### Cell outlines without signal wires, run 1

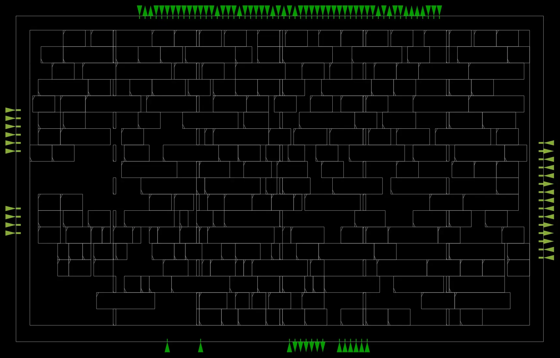
### Placement by cell class, run 1

(4 px per um)
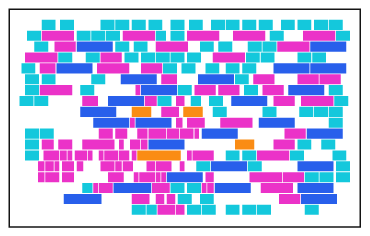
### Where the registers sit, run 1

(4 px per um) Other sequential cells in the stronger gray, the rest of the logic in the fainter gray.
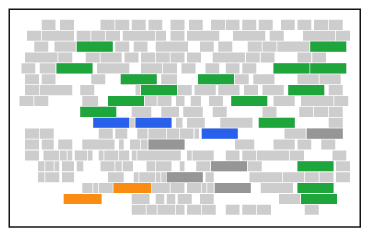
### src/rtl/fifo_rr_drain.sv
// fifo_rr_drain: round-robin burst drain of N show-ahead FIFOs into one registered output stream.
// Optional macro FIFO_RR_DRAIN_PRIO0_EN: source 0 wins every arbitration in which it is non-empty.
module fifo_rr_drain #(
    parameter int N         = 4,
    parameter int WIDTH     = 16,
    parameter int MAX_BURST = 4
) (
    input  logic                 clk,
    input  logic                 rst_n,
    input  logic [N*WIDTH-1:0]   in_data,
    input  logic [N-1:0]         in_empty,
    output logic [N-1:0]         in_rd,
    output logic [WIDTH-1:0]     out_data,
    output logic [$clog2(N)-1:0] out_src,
    output logic                 out_last,
    output logic                 out_valid,
    input  logic                 out_ready
);
    localparam int SW = $clog2(N);
    localparam int CW = $clog2(MAX_BURST + 1);
    localparam logic [CW-1:0] LAST_CNT = CW'(MAX_BURST - 1);

    typedef enum logic {ARB, BURST} state_t;

    state_t        state, state_nxt;
    logic [SW-1:0] g, sel;
    logic [CW-1:0] cnt;
    logic          any, pop, burst_end;

    // Circular scan from g+1; the lowest offset that is non-empty wins, g itself is checked last
    always_comb begin
        sel = g;
        any = 1'b0;
        for (int i = N; i >= 1; i--) begin
            if (!in_empty[(int'(g) + i) % N]) begin
                sel = SW'((int'(g) + i) % N);
                any = 1'b1;
            end
        end
`ifdef FIFO_RR_DRAIN_PRIO0_EN
        if (!in_empty[0]) sel = '0;
`endif
    end

    // State register
    always_ff @(posedge clk or negedge rst_n) begin
        if (!rst_n) state <= ARB;
        else        state <= state_nxt;
    end

    // Next state: grant when anything is pending, leave a burst when the source empties or the burst is full
    always_comb begin
        state_nxt = (state == ARB) ? (any ? BURST : ARB) : ((in_empty[g] || burst_end) ? ARB : BURST);
    end

    // Outputs: pop the granted source only while bursting and the output slot is free
    always_comb begin
        pop       = (state == BURST) && !in_empty[g] && (!out_valid || out_ready);
        burst_end = pop && (cnt == LAST_CNT);
        in_rd     = pop ? ({{(N-1){1'b0}}, 1'b1} << g) : '0;
    end

    // Grant index, burst counter and the registered output word
    always_ff @(posedge clk or negedge rst_n) begin
        if (!rst_n) begin
            g         <= SW'(N - 1);
            cnt       <= '0;
            out_data  <= '0;
            out_src   <= '0;
            out_last  <= 1'b0;
            out_valid <= 1'b0;
        end else begin
            if (state == ARB && any) begin
                g   <= sel;
                cnt <= '0;
            end
            if (pop) begin
                out_data  <= in_data[g*WIDTH +: WIDTH];
                out_src   <= g;
                out_valid <= 1'b1;
                out_last  <= (cnt == LAST_CNT);
                cnt       <= cnt + CW'(1);
            end else if (out_ready) begin
                out_valid <= 1'b0;
            end
        end
    end
endmodule

### config.mk
export PLATFORM = sky130hd
export DESIGN_NAME = fifo_rr_drain
export DESIGN_NICKNAME = d
export VERILOG_FILES = /design/src/rtl/fifo_rr_drain.sv
export SDC_FILE = /design/constraint.sdc
export NUM_CORES = 1
export LEC_CHECK = 0
export CAP_MARGIN = 15
export CORE_ASPECT_RATIO = 0.6
export CORE_MARGIN = 2
export CORE_UTILIZATION = 43
export DETAILED_ROUTE_END_ITERATION = 16
export HOLD_SLACK_MARGIN = 0.03
export PLACE_DENSITY = 0.9
export SLEW_MARGIN = 20
export SYNTH_ARGS = -nofsm -noshare
export SYNTH_HDL_FRONTEND = slang
export SYNTH_SLANG_ARGS = --single-unit
### constraint.sdc
create_clock -name clk -period 3.52 [get_ports clk]
set_input_delay 0.352 -clock clk [delete_from_list [all_inputs] [get_ports clk]]
set_output_delay 0.352 -clock clk [all_outputs]
set_load 0.03 [all_outputs]
==> out/summary.txt, run 1 <==
most used logic cell in the final layout - clkdlybuf4s50_1
unrepaired setup endpoints after global routing - false
ys flops - 26
Max clock buf depth - 2
FP Core Util - 44.3%
die x size - 87.4 um
Mapped Area - 1790 um2
relative slew slack - 70.7%
routed vias/inst - 5.29
top logic cells by instance count in the layout - clkdlybuf4s50_1 (94), dfrtp_1 (24), mux4_2 (17), mux2_4 (15), nand2_1 (9)
HP Class - in -> async
gpl congestion - 0.809
Clock Skews - 0.00718 ns
grt ovf - 0
worst skew pair latency - 0.28 ns
htree depth - 1
Final Hold Viols - 0
Post-synth seq share - 36.4%
Num Clock Sinks - 26
buffers added on ports - 94
crit end category - output pin
critical path type - reg -> out
Final Cycle Share - 85.1%
post-CTS sizing - 0
clock root cell - clkbuf_8
initial antenna violation count - 0
Setup Total Neg Slack - 0 ns
status - finished, final reports clean
tool warning count - 29
largest net degree at the start of global routing - 27
Yosys cell types - 32
CP max stage delay - 0.74 ns
antenna-violating nets left - 0
r2r setup slk - 1.23 ns
metal2 WL - 2190 um
Worst VDD drop - 0.451 mV
gr usage total - 19.0%
-- 'Cell outlines without signal wires' (at the start) --
core box area: 4050 um2
Seq area share: 23.1%
Flops: 26

-- 'Placement by cell class' (at the start) --
Key: magenta = remaining logic cells [cells 94, share of their area 39%]; cyan = remaining buffers and delay cells [cells 98, share of their area 35%]; blue = registers [cells 26, share of their area 24%]; orange = clock drivers and dummy loads [cells 4, share of their area 2.6%]
fin util: 69.7%
Rows: 18
post-route cell area: 2830 um2

-- 'Where the registers sit' (at the start) --
Key: green = `out_data` [flops 16]; orange = `g` [flops 2]; blue = `cnt` [flops 3]
Another 5 sequential cells are not colored.
Seq power: 0.583 mW
Storage cell area: 653 um2

run 1: state kept, by name, summed over array words and instances, names as in the netlist:
signal / count
state: 1
cnt: 3
out_last: 1
out_valid: 1
g: 2
out_data: 16
out_src: 2
run 1: report_power, final:
group          switching, mW  internal (mW)
Sequential             0.125          0.459
Combinational          0.690          0.828
Clock                  0.102          0.152
Total                  0.916           1.44
run 1: logic make-up after synthesis:
kind of cell	synth area share, %
AOI/OAI and AO/OA	4.95
adders and majority gates	4.18
muxes	41.6
xor gates and xnor gates	0.488
and+or+nand+nor	7.04
DFF	36.4
buffers and inverters	5.37
run 1: per-layer routing:
metal / vias to the layer above / global-route usage (%)
met2: 38 / 30.4
met5: - / 0
met4: 0 / 4.62
li1: 680 / -
met3: 2 / 3.83
met1: 720 / 26.8
run 1: path summary, 6_finish.rpt:
path | cells past startpoint | endpoint
min reg2reg | 1 | out_data[7]
min in group clk | 1 | out_data[7]
min | 2 | state
max | 5 | in_rd[3]
max reg2reg | 5 | out_data[2]
max in group asynchronous | 2 | g[1]
run 1: Yosys cell counts (all sizes together) (2+ instances only):
| master | count | area (um2) |
|---|---|---|
| o211ai | 2 | 15.0 |
| and2 | 4 | 25.0 |
| buf | 7 | 62.6 |
| inv | 6 | 22.5 |
| dfrtp | 24 | 601 |
| nand3 | 2 | 10.0 |
| dfstp | 2 | 52.6 |
| o21ai | 3 | 15.0 |
| nand2 | 9 | 33.8 |
| a22o | 2 | 17.5 |
| clkbuf | 3 | 11.3 |
| ha | 6 | 75.1 |
| mux4 | 17 | 383 |
| mux2 | 21 | 293 |
| mux2i | 7 | 70.1 |
| a21oi | 2 | 10.0 |
run 1: metrics by stage:
step | total power, mW | setup WS, ns
final | 2.36 | 0.525
after global routing | 2.51 | 0.358
after CTS | 2.37 | 0.498
after detailed placement | 2.12 | 0.723
after global placement | 2.09 | 0.754
after floorplan | 1.68 | 1.42
run 1: critical path: cells and delay by family (launching register included):
kind | cells | cell delay (ns)
DFF | 1 | 0.74
buffers and inverters | 1 | 0.67
and+or+nand+nor | 2 | 0.45
muxes | 2 | 0.50
run 1: area by class of cell:
class                           instances  area (um2)
Inverter                                6        22.5
Multi-Input combinational cell         88        1040
Tap cell                               50        62.6
Timing Repair Buffer                   98         971
Sequential cell                        26         653
Clock inverter                          1        30.0
Fill cell                             284        1230
Clock buffer                            3        41.3
--- run 2 (diff from run 1) ---
--- a/config.mk
+++ b/config.mk
@@ -10,7 +10,6 @@
 export CORE_MARGIN = 2
 export CORE_UTILIZATION = 43
 export DETAILED_ROUTE_END_ITERATION = 16
-export HOLD_SLACK_MARGIN = 0.03
 export PLACE_DENSITY = 0.9
 export SLEW_MARGIN = 20
 export SYNTH_ARGS = -nofsm -noshare
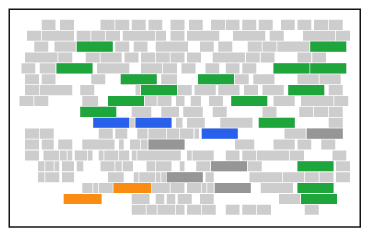
*Where the registers sit, run 2*
(4 px per um) Other sequential cells in the stronger gray, the rest of the logic in the fainter gray.
Key: blue = `cnt` [flops 3]; orange = `g` [flops 2]; green = `out_data` [flops 16]
Another 5 sequential cells are not colored.

==> out/summary.txt, run 2 <==
gr usage total - 19.0%
most used logic cell in the final layout - clkdlybuf4s50_1
dpl ws - 0.723 ns
FP Core Util - 44.3%
core box area - 4050 um2
CP max stage delay - 0.74 ns
Post-synth seq share - 36.4%
switching share of total power - 38.9%
top-count cell post-synth - dfrtp_1
Mapped Area - 1790 um2
largest net degree at the start of global routing - 27
antenna-violating nets left - 0
worst skew pair latency - 0.28 ns
relative slew slack - 70.7%
top cells by area - dfrtp_1 (33%), mux4_2 (21%), mux2_4 (13%)
ys flops - 26
Clk pwr share - 10.8%
Final Cycle Share - 85.1%
fin util - 69.7%
buffers added on ports - 94
Largest register FFs - 16
post-CTS sizing - 0
Setup Total Neg Slack - 0 ns
internal power - 1.44 mW
Dominant cell area share - 33.5%
sequential power share - 24.8%
top logic cells by instance count in the layout - clkdlybuf4s50_1 (94), dfrtp_1 (24), mux4_2 (17), mux2_4 (15), nand2_1 (9)
status - finished, final reports clean
gpl congestion - 0.809
Reg with most FFs - out_data
Final WS setup - 0.525 ns
tool warning count - 29
Num Clock Sinks - 26
Max clock buf depth - 2
Logic pwr share - 64.4%
Yosys cell types - 32
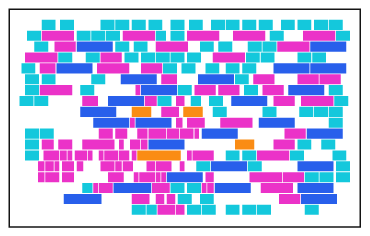
*Placement by cell class, run 2*
(4 px per um)
Key: orange = clock drivers and dummy loads [cells 4, share of their area 2.6%]; cyan = remaining buffers and delay cells [cells 98, share of their area 35%]; magenta = remaining logic cells [cells 94, share of their area 39%]; blue = registers [cells 26, share of their area 24%]

-- run 2: cell counts after synthesis --
Identical to the previous run, type by type.
-- run 2: cells by family (layout without fill, tap and decap cells) --
kind of cell / Yosys count / after routing / synth area share, %
flip-flops: 26 / 26 / 36.4
multiplexers: 45 / 45 / 41.6
adder cells (fa/ha/maj): 6 / 6 / 4.18
AND/OR/NAND/NOR: 23 / 23 / 7.04
buffers and inverters: 16 / 108 / 5.37
XOR/XNOR: 1 / 1 / 0.488
AND-OR/OR-AND: 13 / 13 / 4.95
-- run 2: final cells by class --
cell class	instances	area, um2
Tap cell	50	62.6
Timing Repair Buffer	98	971
Fill cell	284	1230
Clock inverter	1	30.0
Multi-Input combinational cell	88	1040
Sequential cell	26	653
Clock buffer	3	41.3
Inverter	6	22.5
-- run 2: routing by layer --
metal	part of all wire, %	track usage [%]	routed length [um]
met1	46	26.8	2060
met3	3.7	3.83	166
met5	0	0	0
met4	0.54	4.62	24
met2	49	30.4	2190
-- run 2: power groups by stage --
stage          Combinational (mW)  Clock [mW]  Sequential, mW
2_1_floorplan               0.910           0           0.769
3_3_place_gp                 1.51           0           0.581
3_5_place_dp                 1.53           0           0.586
4_1_cts                      1.53       0.257           0.585
5_1_grt                      1.63       0.275           0.606
6_report                     1.52       0.254           0.583
-- run 2: final timing paths --
path | cells past startpoint | slack [ns] | to
max in group asynchronous | 2 | 2.79 | g[1]
max reg2reg | 5 | 1.23 | out_data[2]
min reg2reg | 1 | 0.51 | out_data[7]
max | 5 | 0.52 | in_rd[3]
min in group clk | 1 | 0.51 | out_data[7]
min | 2 | 0.43 | state
-- run 2: critical path: cells and delay by family, from the launching register on --
kind,cells,cell delay [ns]
buffers and inverters,1,0.67
DFF,1,0.74
muxes,2,0.50
and+or+nand+nor,2,0.45
-- run 2: per-stage QoR --
| stage | area, um2 | total power, mW |
|---|---|---|
| after global placement | 2750 | 2.09 |
| after global routing | 2830 | 2.51 |
| after floorplan | 1790 | 1.68 |
| after detailed placement | 2750 | 2.12 |
| after CTS | 2830 | 2.37 |
| final | 2830 | 2.36 |
Power is estimated from default activity; no workload was simulated.
